File: config.mk
export PLATFORM = sky130hd
export DESIGN_NAME = multi_debouncer
export DESIGN_NICKNAME = d
export VERILOG_FILES = /design/src/rtl/debounce_pkg.sv /design/src/rtl/debounce_ch.sv /design/src/rtl/multi_debouncer.sv
export SDC_FILE = /design/constraint.sdc
export NUM_CORES = 1
export LEC_CHECK = 0
export ABC_AREA = 1
export CAP_MARGIN = 10
export CORE_AREA = 3 3 109 90
export DETAILED_ROUTE_END_ITERATION = 7
export DIE_AREA = 0 0 112 93
export PLACE_DENSITY = 0.9
export SYNTH_ARGS = -nofsm -noshare
export SYNTH_HDL_FRONTEND = slang
export SYNTH_SLANG_ARGS = --single-unit
export TNS_END_PERCENT = 30
File: constraint.sdc
create_clock -name clk -period 1.9 [get_ports clk]
set_input_delay 0.475 -clock clk [delete_from_list [all_inputs] [get_ports clk]]
set_output_delay 0.475 -clock clk [all_outputs]
set_load 0.05 [all_outputs]
File: src/rtl/debounce_pkg.sv
// debounce_pkg: tick conversion helpers and the per-channel event bundle shared by the debouncer.
package debounce_pkg;

  function automatic int ms_to_ticks(input int khz, input int ms);
    return khz * ms;
  endfunction

  function automatic int cnt_width(input int ticks);
    return (ticks > 1) ? $clog2(ticks) : 1;
  endfunction

  typedef struct packed {
    logic state;
    logic press;
    logic rls;
    logic lng;
  } btn_evt_t;

endpackage

File: src/rtl/debounce_ch.sv
// debounce_ch: one button channel: 2-FF synchroniser, stability filter, press/release strobes and,
// when LONG_PRESS_EN is defined, a hold counter producing long-press / auto-repeat strobes.
module debounce_ch
  import debounce_pkg::*;
#(
  parameter int TICKS      = 8,
  parameter int ACTIVE_LOW = 1
`ifdef LONG_PRESS_EN
  ,
  parameter int LONG_TICKS = 40,
  parameter int REP_TICKS  = 16
`endif
) (
  input  logic     clk,
  input  logic     rst_n,
  input  logic     pad,
  output btn_evt_t evt
);

  localparam int   CW = cnt_width(TICKS);
  localparam logic AL = (ACTIVE_LOW != 0);

  logic [1:0]    sync;
  logic [CW-1:0] cnt;
  logic          state, press, rls, lng, p, diff, fire;

  assign p    = sync[1] ^ AL;
  assign diff = p != state;
  assign fire = diff && (cnt == CW'(TICKS - 1));

  // Synchroniser resets to the released pad level so reset never looks like a press.
  always_ff @(posedge clk or negedge rst_n)
    if (!rst_n) sync <= {2{AL}};
    else        sync <= {sync[0], pad};

  // Filter: count consecutive disagreeing cycles; any agreement discards the count.
  always_ff @(posedge clk or negedge rst_n)
    if (!rst_n) begin
      cnt   <= '0;
      state <= 1'b0;
      press <= 1'b0;
      rls   <= 1'b0;
    end else begin
      cnt   <= (diff && !fire) ? cnt + 1'b1 : '0;
      state <= fire ? p : state;
      press <= fire && p;
      rls   <= fire && !p;
    end

`ifdef LONG_PRESS_EN
  localparam int            HW    = cnt_width(LONG_TICKS > REP_TICKS ? LONG_TICKS : REP_TICKS);
  localparam logic [HW-1:0] L_END = HW'(LONG_TICKS - 1);
  localparam logic [HW-1:0] R_END = HW'(REP_TICKS > 0 ? REP_TICKS - 1 : 0);
  localparam logic          REP   = (REP_TICKS > 0);

  logic [HW-1:0] hold;
  logic          rep, due;

  assign due = rep ? (REP && hold == R_END) : (hold == L_END);

  // Hold counter: first strobe after LONG_TICKS held cycles, then every REP_TICKS;
  // a release on the same edge clears everything so it always beats a due strobe.
  always_ff @(posedge clk or negedge rst_n)
    if (!rst_n) begin
      hold <= '0;
      rep  <= 1'b0;
      lng  <= 1'b0;
    end else if (!state || (fire && !p)) begin
      hold <= '0;
      rep  <= 1'b0;
      lng  <= 1'b0;
    end else begin
      lng  <= due;
      hold <= due ? '0 : (rep && !REP) ? hold : hold + 1'b1;
      rep  <= rep | due;
    end
`else
  assign lng = 1'b0;
`endif

  assign evt = '{state: state, press: press, rls: rls, lng: lng};

endmodule

File: src/rtl/multi_debouncer.sv
// multi_debouncer: NUM_BTN independent push-button conditioners packed onto vector ports.
// Optional long-press / auto-repeat strobes are built only when LONG_PRESS_EN is defined.
module multi_debouncer
  import debounce_pkg::*;
#(
  parameter int NUM_BTN     = 4,
  parameter int CLK_KHZ     = 50000,
  parameter int DEBOUNCE_MS = 20,
  parameter int ACTIVE_LOW  = 1,
  parameter int LONG_MS     = 1000,
  parameter int REPEAT_MS   = 200
) (
  input  logic               clk,
  input  logic               rst_n,
  input  logic [NUM_BTN-1:0] btn_in,
  output logic [NUM_BTN-1:0] btn_state,
  output logic [NUM_BTN-1:0] btn_press,
  output logic [NUM_BTN-1:0] btn_release,
  output logic [NUM_BTN-1:0] btn_long
);

  localparam int TICKS      = ms_to_ticks(CLK_KHZ, DEBOUNCE_MS);
  localparam int LONG_TICKS = ms_to_ticks(CLK_KHZ, LONG_MS);
  localparam int REP_TICKS  = ms_to_ticks(CLK_KHZ, REPEAT_MS);

  for (genvar i = 0; i < NUM_BTN; i++) begin : g_ch
    btn_evt_t evt;
    debounce_ch #(
      .TICKS(TICKS),
      .ACTIVE_LOW(ACTIVE_LOW)
`ifdef LONG_PRESS_EN
      ,
      .LONG_TICKS(LONG_TICKS),
      .REP_TICKS(REP_TICKS)
`endif
    ) u_ch (
      .clk(clk),
      .rst_n(rst_n),
      .pad(btn_in[i]),
      .evt(evt)
    );
    assign btn_state[i]   = evt.state;
    assign btn_press[i]   = evt.press;
    assign btn_release[i] = evt.rls;
    assign btn_long[i]    = evt.lng;
  end

`ifndef LONG_PRESS_EN
  logic unused_cfg;
  assign unused_cfg = ^{LONG_TICKS[0], REP_TICKS[0]};
`endif

endmodule

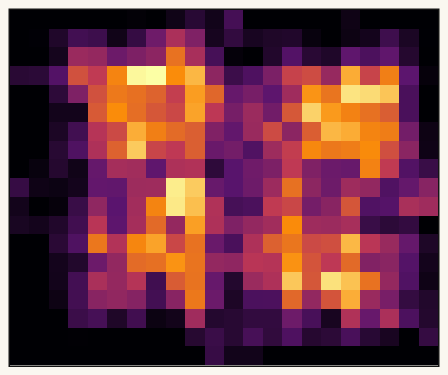
**Above:** run 1 (wire density map).
22 x 19 tiles, from black (low) to pale yellow (high), scaled to the fullest tile. Values are wire area over tile area, all layers added.
19% of the tiles are nearly empty. The densest ninth of the die: middle. The emptiest ninth of the die: bottom left. The fullest tile reaches 0.51. The mean over all tiles is 0.16.
Routed WL: 10.24 mm
WL/cell: 12.38 um
total track usage: 21.99%
Vias: 4294

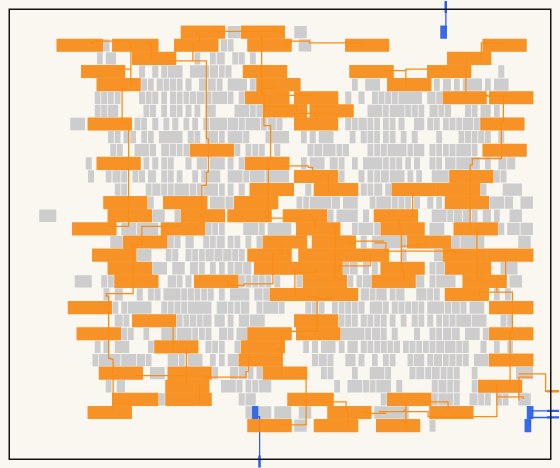
**Above:** run 1 (nets reached from selected ports).
Key: rst_n = orange [bits 1, direction input, end cells 100, buffers 4, wire 691 um]; btn_long = blue [bits 4, direction output, end cells 4, buffers 0, wire 21.8 um]
# IOs: 22
Port-buffer cells: 17

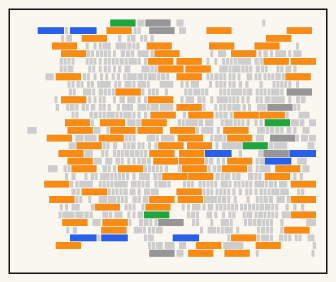
**Above:** run 1 (where the registers sit).
Key: g_ch.u_ch.sync = blue [sequential cells 8, where all over the die]; g_ch.u_ch.state = green [sequential cells 4]; g_ch.u_ch.cnt = orange [sequential cells 80, where all over the die]
Another 8 sequential cells are not colored.
sequential power: 2.19 mW
Reg area: 2512 um^2
flop share of the area: 44.02%

==> results_slide.txt, run 1 <==
Flow Results at a Glance

Clock tree
  • Clk Latency, worst-skew pair: 380 ps
  • CTS tree: built
  • Post-CTS setup buffer count: 0

Routing
  • Iter 0 DRT Violations: 312
  • Met3 routed WL: 513 um
  • Post-Route M1 WL: 4.549 mm
  • Drt pass-1 iters: 5
  • Highest Signal Layer: met4
  • Post-DR vias/cell: 5.192

Hold path
  • Hold Path Depth: 0
  • Worst min-delay path startpoint: g_ch[1].u_ch.sync[0]

Setup path
  • Path length in cells of the critical path: 9
  • Kind of critical path: register to register
  • Highest-delay cell along the critical path: dfrtp_1
  • Worst path cell trace: ha_1 > nand2_1 > nor2_4 > nand2_2 > nor2_4 > nand2_1 > nand2_1 > nand2_1 > nor2_1
  • Crit Path Max Fanout: 5
  • Crit Reg-Reg Startpoint: g_ch[0].u_ch.cnt[0]
  • Worst Reg-to-Reg Cells: 9
  • R2r setup slk: 340 ps
  • RR Endpoint: g_ch[0].u_ch.cnt[14]
  • Crit path from: g_ch[0].u_ch.cnt[0]

Global routing
  • Gr busiest metal: met2
  • GRT met3 Usage: 5.498%
  • First-pass GRT wire length: 18.80 mm
  • Met1 Usage GRT: 27.86%

Job
  • OpenROAD warnings: 26

Yosys
  • Cell Area, Synth: 5334 um^2
  • Aoi share: 1.548%
  • Dominant register cell: dfrtp_1
  • Async SR Flop Fraction: 100.0%
  • Seq cells post-synth: 100
  • Post-synth top area cell: dfrtp_1
  • Yosys-reported design area after synthesis: 5334 um^2
  • Share of the synthesized area in the top cell type: 43.16%
  • MUX area fraction: 0%

Power and ir drop
  • P_clk: 1.33 mW
  • Combinational power: 0.161 mW
  • Clk pwr share: 36.1%
  • Peak supply drop: 506.3 uV
  • Cell Pwr Density: 644.1 nW/um^2
  • P_int: 2.748 mW
  • Main power group: registers
  • Leak: 2.535 nW

Final timing
  • Setup ws final: 342.0 ps
  • Post-layout min period: 1558 ps
  • Fin crit share: 82.00%

Layout
  • # nets final: 717
  • Inverters: 76
  • Nonclk buf count: 21
  • Area Overhead vs Synth: 7.014%
  • Logic cell area: 2379 um^2
  • Largest Register: g_ch.u_ch.cnt
  • Leading cell kind: registers
  • Diode count: 0
  • CLK BUF: 10
  • Data buffer area share: 3.420%
  • Final clock-cell share: 3.376%
  • Flop count: 100
  • Most common logic cell in the routed design: nor2_1
  • Post-route insts no fill: 827
  • Fin util: 64.26%

Floorplan
  • Chip height: 93 um
  • FP Util: 60.05%
  • Core Footprint: 8882 um^2

Run status
  • Outcome: completed

Place
  • Setup WS pre-CTS: 359.7 ps
  • Post-DP HPWL: 7.556 mm
  • Dpl cells: 810
==> run 2, diff against run 1 <==
--- a/config.mk
+++ b/config.mk
@@ -7,10 +7,10 @@
 export LEC_CHECK = 0
 export ABC_AREA = 1
 export CAP_MARGIN = 10
-export CORE_AREA = 3 3 109 90
+export CORE_AREA = 3 3 115 95
 export DETAILED_ROUTE_END_ITERATION = 7
-export DIE_AREA = 0 0 112 93
-export PLACE_DENSITY = 0.9
+export DIE_AREA = 0 0 118 98
+export PLACE_DENSITY = 0.85
 export SYNTH_ARGS = -nofsm -noshare
 export SYNTH_HDL_FRONTEND = slang
 export SYNTH_SLANG_ARGS = --single-unit
==> constraint.sdc (replaced) <==
create_clock -name clk -period 1.28 [get_ports clk]
set_input_delay 0.32 -clock clk [delete_from_list [all_inputs] [get_ports clk]]
set_output_delay 0.32 -clock clk [all_outputs]
set_load 0.05 [all_outputs]
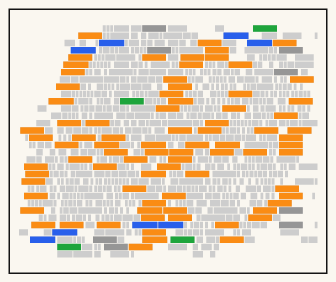
**Above:** run 2 (where the registers sit).
Key: g_ch.u_ch.cnt = orange [sequential cells 80]; g_ch.u_ch.sync = blue [sequential cells 8]; g_ch.u_ch.state = green [sequential cells 4]
sequential power: 3.25 mW
flop share of the area: 33.90%

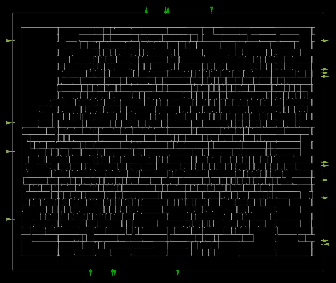
**Above:** run 2 (cell placement).
fin util: 76.52%
Tap Count: 136
filler instances: 574
flop count: 100
Core Footprint: 9729 um^2

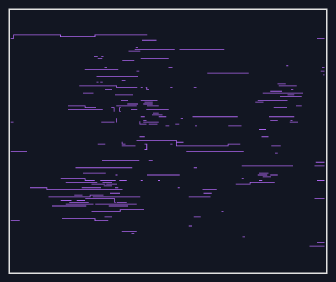
**Above:** run 2 (M3 wires).
106 nets have wire on it. The longest straight run is 28.1 um. The wires run mostly horizontal. The layer carries 888 um of wire. The layer holds 5.9% of the routed length.
Vias: 5158
Routed WL: 15.17 mm

==> results_slide.txt, run 2 <==
Flow Results at a Glance

Layout
  • Logic cell area: 2978 um^2 (+25%)
  • Post-route insts no fill: 955 (+15%)
  • Logic share of the area: 40.00%
  • # nets final: 824 (+15%)
  • CLK BUF: 10 (unchanged)
  • Most common logic cell in the routed design: nand2_1
  • Leading cell kind: logic gates
  • Reg area: 2524 um^2 (+0.45%)
  • Area Overhead vs Synth: 39.57%
  • Diode count: 0 (unchanged)
  • Largest Register: g_ch.u_ch.cnt
  • Inverters: 76 (unchanged)
  • Final clock-cell share: 3.765% (+0.39 points)
  • Data buffer area share: 16.22% (+13 points)
  • Nonclk buf count: 123 (+490%)
  • Number of logic gates: 504

Routing
  • Drt pass-1 iters: 6 (+1)
  • Highest Signal Layer: met4
  • Post-DR vias/cell: 5.401 (+4.0%)
  • Post-Route M1 WL: 6.073 mm (+34%)
  • Met3 routed WL: 887 um (+73%)
  • WL/cell: 15.89 um (+28%)
  • WL met2: 7.665 mm
  • Iter 0 DRT Violations: 470 (+51%)

Floorplan
  • FP Util: 54.82% (-5.2 points)
  • Chip height: 98 um (+5.4%)
  • # IOs: 22 (unchanged)

Global routing
  • Initial antenna violation count: 0
  • GRT met3 Usage: 4.748% (-0.75 points)
  • Gr busiest metal: met2
  • Total track usage: 22.53% (+0.54 points)
  • Met1 Usage GRT: 29.29% (+1.4 points)
  • First-pass GRT wire length: 21.71 mm (+16%)

Setup path
  • R2r setup slk: -240 ps (-580 ps)
  • RR Endpoint: g_ch[3].u_ch.cnt[14]
  • Crit path from: g_ch[3].u_ch.cnt[0]
  • Highest-delay cell along the critical path: dfrtp_1
  • Critical Path AT: 1810 ps
  • Worst Reg-to-Reg Cells: 9 (unchanged)
  • Path length in cells of the critical path: 9 (unchanged)
  • Crit Reg-Reg Startpoint: g_ch[3].u_ch.cnt[0]
  • Worst path cell trace: ha_4 > nand2_4 > nor2_4 > nand2_4 > nor2_4 > nand2_1 > nand2_1 > nand2_1 > nor2_1
  • Crit Path Max Fanout: 5 (unchanged)
  • Kind of critical path: register to register

Final timing
  • Fin crit share: 118.9% (+37 points)
  • Post-layout min period: 1521 ps (-36.63 ps)
  • Setup ws final: -241.3 ps (-583.4 ps)
  • Setup violators final: 90

Hold path
  • Hold EP: g_ch[2].u_ch.sync[1]
  • Worst min-delay path startpoint: g_ch[2].u_ch.sync[0]
  • Hold Path Depth: 0 (unchanged)

Clock tree
  • CTS tree: built
  • Post-CTS setup buffer count: 5 (+5)
  • Inserted Clock Buffers: 9
  • Clk Latency, worst-skew pair: 360 ps (-20 ps)
  • # H-tree levels: 3
  • # clock sinks: 100
  • CTS clk-pin slew, worst paths: 80 ps
  • Max clock buf depth: 2

Place
  • Port-buffer cells: 17 (unchanged)
  • Setup WS pre-CTS: -132.7 ps (-492.4 ps)
  • Post-DP HPWL: 8.384 mm (+11%)
  • Dpl cells: 907 (+12%)

Power and ir drop
  • P_int: 4.722 mW (+72%)
  • Total power: 6.297 mW
  • Combinational power: 0.408 mW (+150%)
  • Net Sw Frac: 25.02%
  • Cell Pwr Density: 845.9 nW/um^2 (+31%)
  • Leak: 3.256 nW (+28%)
  • Main power group: registers
  • Peak supply drop: 537.8 uV (+6.2%)
  • Clk pwr share: 41.9% (+5.8 points)
  • P_clk: 2.64 mW (+98%)

Job
  • OpenROAD warnings: 29 (+12%)

Yosys
  • Async SR Flop Fraction: 100.0% (unchanged)
  • MUX area fraction: 0% (unchanged)
  • Synth top cell by count: nor2_1
  • Share of the synthesized area in the top cell type: 43.16% (unchanged)
  • XOR/XNOR Area Share: 7.389%
  • Post-synth top area cell: dfrtp_1
  • Seq cells post-synth: 100 (unchanged)
  • YS warnings: 0
  • Cell Area, Synth: 5334 um^2 (unchanged)
  • EDFF count, synth: 0
  • Yosys-reported design area after synthesis: 5334 um^2 (unchanged)
  • Aoi share: 1.548% (unchanged)
  • Dominant register cell: dfrtp_1

Run status
  • Failing checks: setup timing
  • Outcome: complete, but fails checks
No activity file was given, so power comes from the tool's default toggle rates.
